## src/rtl/fir_decimator_out_pkg.sv

```systemverilog
// Shared defaults and FIFO occupancy encoding for the FIR decimator output stage.
package fir_decimator_out_pkg;
  localparam int WORD_IN_DEF  = 18;
  localparam int WORD_OUT_DEF = 8;
  localparam int SHIFT_DEF    = 8;
  localparam int DECIM_DEF    = 2;

  typedef enum logic [1:0] {
    EMPTY = 2'd0,
    ONE   = 2'd1,
    FULL  = 2'd2
  } fifo_st_e;
endpackage

```

## src/rtl/fir_decimator_out_if.sv

```systemverilog
// Filter-side sample input plus consumer-side valid/ready output of the decimator.
interface fir_decimator_out_if #(
  parameter int WI = fir_decimator_out_pkg::WORD_IN_DEF,
  parameter int WO = fir_decimator_out_pkg::WORD_OUT_DEF
);
  logic          clear;
  logic [WI-1:0] Data_in;
  logic          in_valid;
  logic [WO-1:0] Data_out;
  logic          out_valid;
  logic          out_ready;
  logic          overflow;
  logic [15:0]   count;

  modport master (output clear, Data_in, in_valid, out_ready,
                  input  Data_out, out_valid, overflow, count);
  modport slave  (input  clear, Data_in, in_valid, out_ready,
                  output Data_out, out_valid, overflow, count);
endinterface

```

## src/rtl/fir_decimator_out_fifo.sv

```systemverilog
// fir_out_fifo: 2-entry FIFO, head/tail registers steered by an occupancy FSM.
module fir_out_fifo
  import fir_decimator_out_pkg::*;
#(
  parameter int W = WORD_OUT_DEF
) (
  input  logic         clock,
  input  logic         reset,
  input  logic         clear,
  input  logic         i_push,
  input  logic         i_pop,
  input  logic [W-1:0] i_din,
  output logic         o_full,
  output logic         o_empty,
  output logic [W-1:0] o_head
);
  fifo_st_e     r_st, w_nxt;
  logic [W-1:0] r_head, r_tail;

  always_ff @(posedge clock or negedge reset)
    if (!reset) r_st <= EMPTY;
    else        r_st <= w_nxt;

  always_comb begin
    w_nxt = r_st;
    if (clear) w_nxt = EMPTY;
    else begin
      case (r_st)
        EMPTY:   if (i_push) w_nxt = ONE;
        ONE:     if (i_push && !i_pop) w_nxt = FULL;
                 else if (!i_push && i_pop) w_nxt = EMPTY;
        FULL:    if (i_pop && !i_push) w_nxt = ONE;
        default: w_nxt = EMPTY;
      endcase
    end
  end

  always_comb begin
    o_empty = (r_st == EMPTY);
    o_full  = (r_st == FULL);
    o_head  = r_head;
  end

  // A push while FULL without a pop leaves storage untouched (sample dropped)
  always_ff @(posedge clock or negedge reset)
    if (!reset) begin
      r_head <= '0;
      r_tail <= '0;
    end else if (clear) begin
      r_head <= '0;
      r_tail <= '0;
    end else begin
      case (r_st)
        EMPTY: if (i_push) r_head <= i_din;
        ONE: begin
          if (i_push && i_pop) r_head <= i_din;
          else if (i_push)     r_tail <= i_din;
        end
        FULL: if (i_pop) begin
          r_head <= r_tail;
          if (i_push) r_tail <= i_din;
        end
        default: ;
      endcase
    end
endmodule

```

## src/rtl/fir_decimator_out.sv

```systemverilog
// FIR output stage: scale (round/saturate), decimate, buffer in a 2-entry FIFO.
// Define FIR_DEC_ROUND_EN for round-half-up scaling; otherwise plain truncation.
module fir_decimator_out
  import fir_decimator_out_pkg::*;
#(
  parameter int word_size_in  = WORD_IN_DEF,
  parameter int word_size_out = WORD_OUT_DEF,
  parameter int shift         = SHIFT_DEF,
  parameter int decim         = DECIM_DEF
) (
  input  logic                clock,
  input  logic                reset,
  fir_decimator_out_if.slave  bus
);
  localparam int PW = (decim > 1) ? $clog2(decim) : 1;
  localparam logic [PW-1:0] PH_LAST = PW'(decim - 1);
  localparam logic [word_size_in:0] MAXV =
    {{(word_size_in + 1 - word_size_out){1'b0}}, {word_size_out{1'b1}}};

  logic [PW-1:0]            r_phase;
  logic                     r_ovf;
  logic [15:0]              r_count;
  logic [word_size_in:0]    w_sum, w_r;
  logic [word_size_out-1:0] w_scaled, w_head;
  logic                     w_keep, w_pop, w_full, w_empty, w_accept;

  // One extra bit of headroom so the rounding add never wraps
`ifdef FIR_DEC_ROUND_EN
  localparam logic [word_size_in:0] RND = {{word_size_in{1'b0}}, 1'b1} << (shift - 1);
  assign w_sum = {1'b0, bus.Data_in} + RND;
`else
  assign w_sum = {1'b0, bus.Data_in};
`endif
  assign w_r      = w_sum >> shift;
  assign w_scaled = (w_r > MAXV) ? '1 : w_r[word_size_out-1:0];

  assign w_keep   = bus.in_valid && !bus.clear && (r_phase == '0);
  assign w_pop    = bus.out_ready && !w_empty && !bus.clear;
  assign w_accept = w_keep && (!w_full || w_pop);

  fir_out_fifo #(.W(word_size_out)) u_fifo (
    .clock   (clock),
    .reset   (reset),
    .clear   (bus.clear),
    .i_push  (w_keep),
    .i_pop   (w_pop),
    .i_din   (w_scaled),
    .o_full  (w_full),
    .o_empty (w_empty),
    .o_head  (w_head)
  );

  always_ff @(posedge clock or negedge reset)
    if (!reset) begin
      r_phase <= '0;
      r_ovf   <= 1'b0;
      r_count <= '0;
    end else if (bus.clear) begin
      r_phase <= '0;
      r_ovf   <= 1'b0;
      r_count <= '0;
    end else begin
      if (bus.in_valid) r_phase <= (r_phase == PH_LAST) ? '0 : r_phase + 1'b1;
      if (w_keep && !w_accept) r_ovf <= 1'b1;
      if (w_accept) r_count <= r_count + 16'd1;
    end

  assign bus.Data_out  = w_head;
  assign bus.out_valid = !w_empty;
  assign bus.overflow  = r_ovf;
  assign bus.count     = r_count;
endmodule

```

## src/flat_wrapper.sv

```systemverilog
// flat-port wrapper written by rule: the top's interface ports become plain ports
module fir_decimator_out_flat import fir_decimator_out_pkg::*;
#(
  parameter int word_size_in  = WORD_IN_DEF,
  parameter int word_size_out = WORD_OUT_DEF,
  parameter int shift         = SHIFT_DEF,
  parameter int decim         = DECIM_DEF
)
  (clock, reset, bus_clear, bus_Data_in, bus_in_valid, bus_out_ready, bus_Data_out, bus_out_valid, bus_overflow, bus_count);
  fir_decimator_out_if #(.WI(18), .WO(8)) bus_i ();
  input  logic clock;
  input  logic reset;
  input wire logic [$bits(bus_i.clear)-1:0] bus_clear;
  input wire logic [$bits(bus_i.Data_in)-1:0] bus_Data_in;
  input wire logic [$bits(bus_i.in_valid)-1:0] bus_in_valid;
  input wire logic [$bits(bus_i.out_ready)-1:0] bus_out_ready;
  output wire logic [$bits(bus_i.Data_out)-1:0] bus_Data_out;
  output wire logic [$bits(bus_i.out_valid)-1:0] bus_out_valid;
  output wire logic [$bits(bus_i.overflow)-1:0] bus_overflow;
  output wire logic [$bits(bus_i.count)-1:0] bus_count;
  assign bus_i.clear = bus_clear;
  assign bus_i.Data_in = bus_Data_in;
  assign bus_i.in_valid = bus_in_valid;
  assign bus_i.out_ready = bus_out_ready;
  assign bus_Data_out = bus_i.Data_out;
  assign bus_out_valid = bus_i.out_valid;
  assign bus_overflow = bus_i.overflow;
  assign bus_count = bus_i.count;
  fir_decimator_out #(.word_size_in(word_size_in), .word_size_out(word_size_out), .shift(shift), .decim(decim)) u_core (.clock(clock), .reset(reset), .bus(bus_i));
endmodule
```

## config.mk

```make
export PLATFORM = sky130hd
export DESIGN_NAME = fir_decimator_out_flat
export DESIGN_NICKNAME = d
export VERILOG_FILES = /design/src/rtl/fir_decimator_out_pkg.sv /design/src/rtl/fir_decimator_out_if.sv /design/src/rtl/fir_decimator_out_fifo.sv /design/src/rtl/fir_decimator_out.sv /design/src/flat_wrapper.sv
export SDC_FILE = /design/constraint.sdc
export NUM_CORES = 1
export LEC_CHECK = 0
export ABC_AREA = 1
export CAP_MARGIN = 0
export CORE_MARGIN = 5
export CORE_UTILIZATION = 44
export DETAILED_ROUTE_END_ITERATION = 8
export PLACE_DENSITY = 0.75
export SYNTH_ARGS = -nofsm -noshare
export SYNTH_HDL_FRONTEND = slang
export SYNTH_SLANG_ARGS = --single-unit
```

## constraint.sdc

```tcl
create_clock -name clock -period 1.5 [get_ports clock]
set_clock_uncertainty 0.05 [all_clocks]
set_input_delay 0.3 -clock clock [delete_from_list [all_inputs] [get_ports clock]]
set_output_delay 0.3 -clock clock [all_outputs]
set_load 0.005 [all_outputs]
```

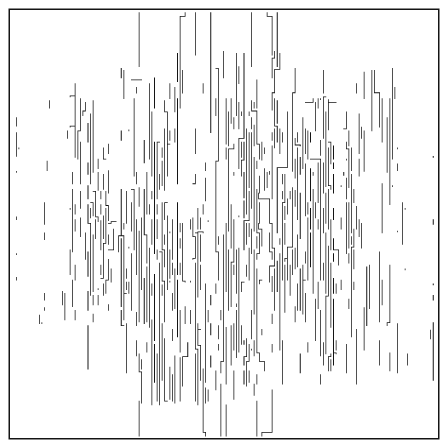
met2.png
wire length on this layer = 2620 µm
nets with wire on the layer = 309
longest straight run = 25.5 µm
share of all routed wire = 49%
main direction = vertical

==> Flow_metrics.wiki <==
== Run summary ==
{| class="wikitable"
! Metric !! Value
|-
| Endpoint of the worst setup timing path || bus_out_valid
|-
| Warning count from the yosys run || 0
|-
| Worst setup path startpoint || u_core.u_fifo.r_st[0]
|-
| Slew of the pin with the lowest slew margin || about 0.29 ns
|-
| Most instantiated library cell after synthesis || nand2_1
|-
| Part of the power in the clock network || approximately 30%
|-
| Number of distinct standard cells referenced by the synthesized netlist || 26
|-
| Critical Path Fanout Max || 5
|-
| Crit path launch type || flop
|-
| End of the worst register-to-register path || u_core.u_fifo.r_tail[6]
|-
| DRT Wirelength || ~5300 µm
|-
| Count of nets left with antenna violations after detail routing || 0
|-
| Number of buffers on the longest clock path || 2
|-
| Sequential element share of the synthesized area || a little under half
|-
| Fillcell total || between 300 and 400
|-
| # resized after CTS || 25
|-
| Non-clock buffer contribution to total cell area || between 20% and 30%
|-
| CP cell instances || inv_2 > nand2_2 > dlygate4sd2_1
|-
| Max-cap violation count || 0
|-
| Routed vias/inst || between 5 and 6
|-
| Post-synthesis async set-or-reset flop share || 100%
|-
| GR Layer Usage met3 || under 10%
|-
| Post-synthesis instance total || around 270
|-
| Power dissipated in the clock network || between 800 and 900 µW
|-
| Number of clock-tree buffers in the layout || 6
|-
| Biggest consumer || sequential cells
|-
| Inserted Diodes || 0
|-
| Yosys stat chip area || between 0.0015 and 0.002 mm²
|-
| Core Footprint || approximately 0.0044 mm²
|-
| Top routing layer used || met4
|-
| RSZ-0062 raised after global routing || yes
|-
| Area fraction in full adders, half adders and majority gates || less than 1%
|-
| DRC violation total after the first TritonRoute iteration || a little under 100
|-
| Post-synth EDFFs || 0
|-
| Area occupied by multi-input gates || between 0.001 and 0.0015 mm²
|-
| And+or+nand+nor area frac || 33.3%
|-
| First-pass GRT wire length || between 8000 and 9000 µm
|-
| Logic inverters || 23
|-
| Die W || roughly 77 µm
|-
| Delay of the slowest cell on the worst path || 0.40 ns
|-
| Area overhead of the layout relative to synthesis || 50.3%
|-
| Instance count after placement with tap cells included || 375
|-
| Arrival time of data at the critical path endpoint || 1.13 ns
|-
| M1 GR Usage || a little over a fifth
|-
| Total power || between 2 and 3 mW
|-
| Sort of element at the end of the critical path || output pin
|-
| Final slew viol count || 0
|-
| Detailed-route wire length on metal 1 || ~2300 µm
|-
| Post-layout period usage || between 90% and 100%
|-
| Final std cells w/o fill || about 410
|-
| HPWL reported at the end of detailed placement || between 3000 and 4000 µm
|-
| Cts bufs inserted || 5
|-
| Post-route DRC || 0
|-
| Top flip-flop cell by instance count after synthesis || dfrtp_1
|-
| Area fraction in compound gates || a little over an eighth
|-
| Hold slack || 0.323 ns
|-
| Dominant cell type by area after synthesis || dfrtp_1
|-
| Dominant delay contributor by cell family on the critical path || flip-flops
|-
| Net switching component of the power || slightly below 900 µW
|-
| Run status || complete, no violations
|-
| Detailed-route wire length per cell || 13.1 µm
|-
| Post-layout net count || 380
|-
| Clock network contribution to total cell area || 3.63%
|-
| Worst flop-to-flop path startpoint || u_core.u_fifo.r_st[1]
|}
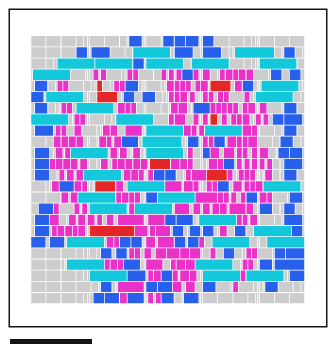
cell_classes.png
The bar under the picture is 20 µm long. Fill, decap, tap and diode cells in grey.
magenta -> all other logic  # cells 226, share of their area 38%
cyan -> flip-flops  # cells 36, share of their area 31%
red -> clock drivers and dummy loads  # cells 8, share of their area 3.7%
blue -> other buffers and delay cells  # cells 87, share of their area 27%
core utilization of the finished layout: 68.1%
final non-filler cell area: 0.00297 mm²
flop share of the area: 30.5%
cell row count: 24

No activity file was given, so power comes from the tool's default toggle rates.
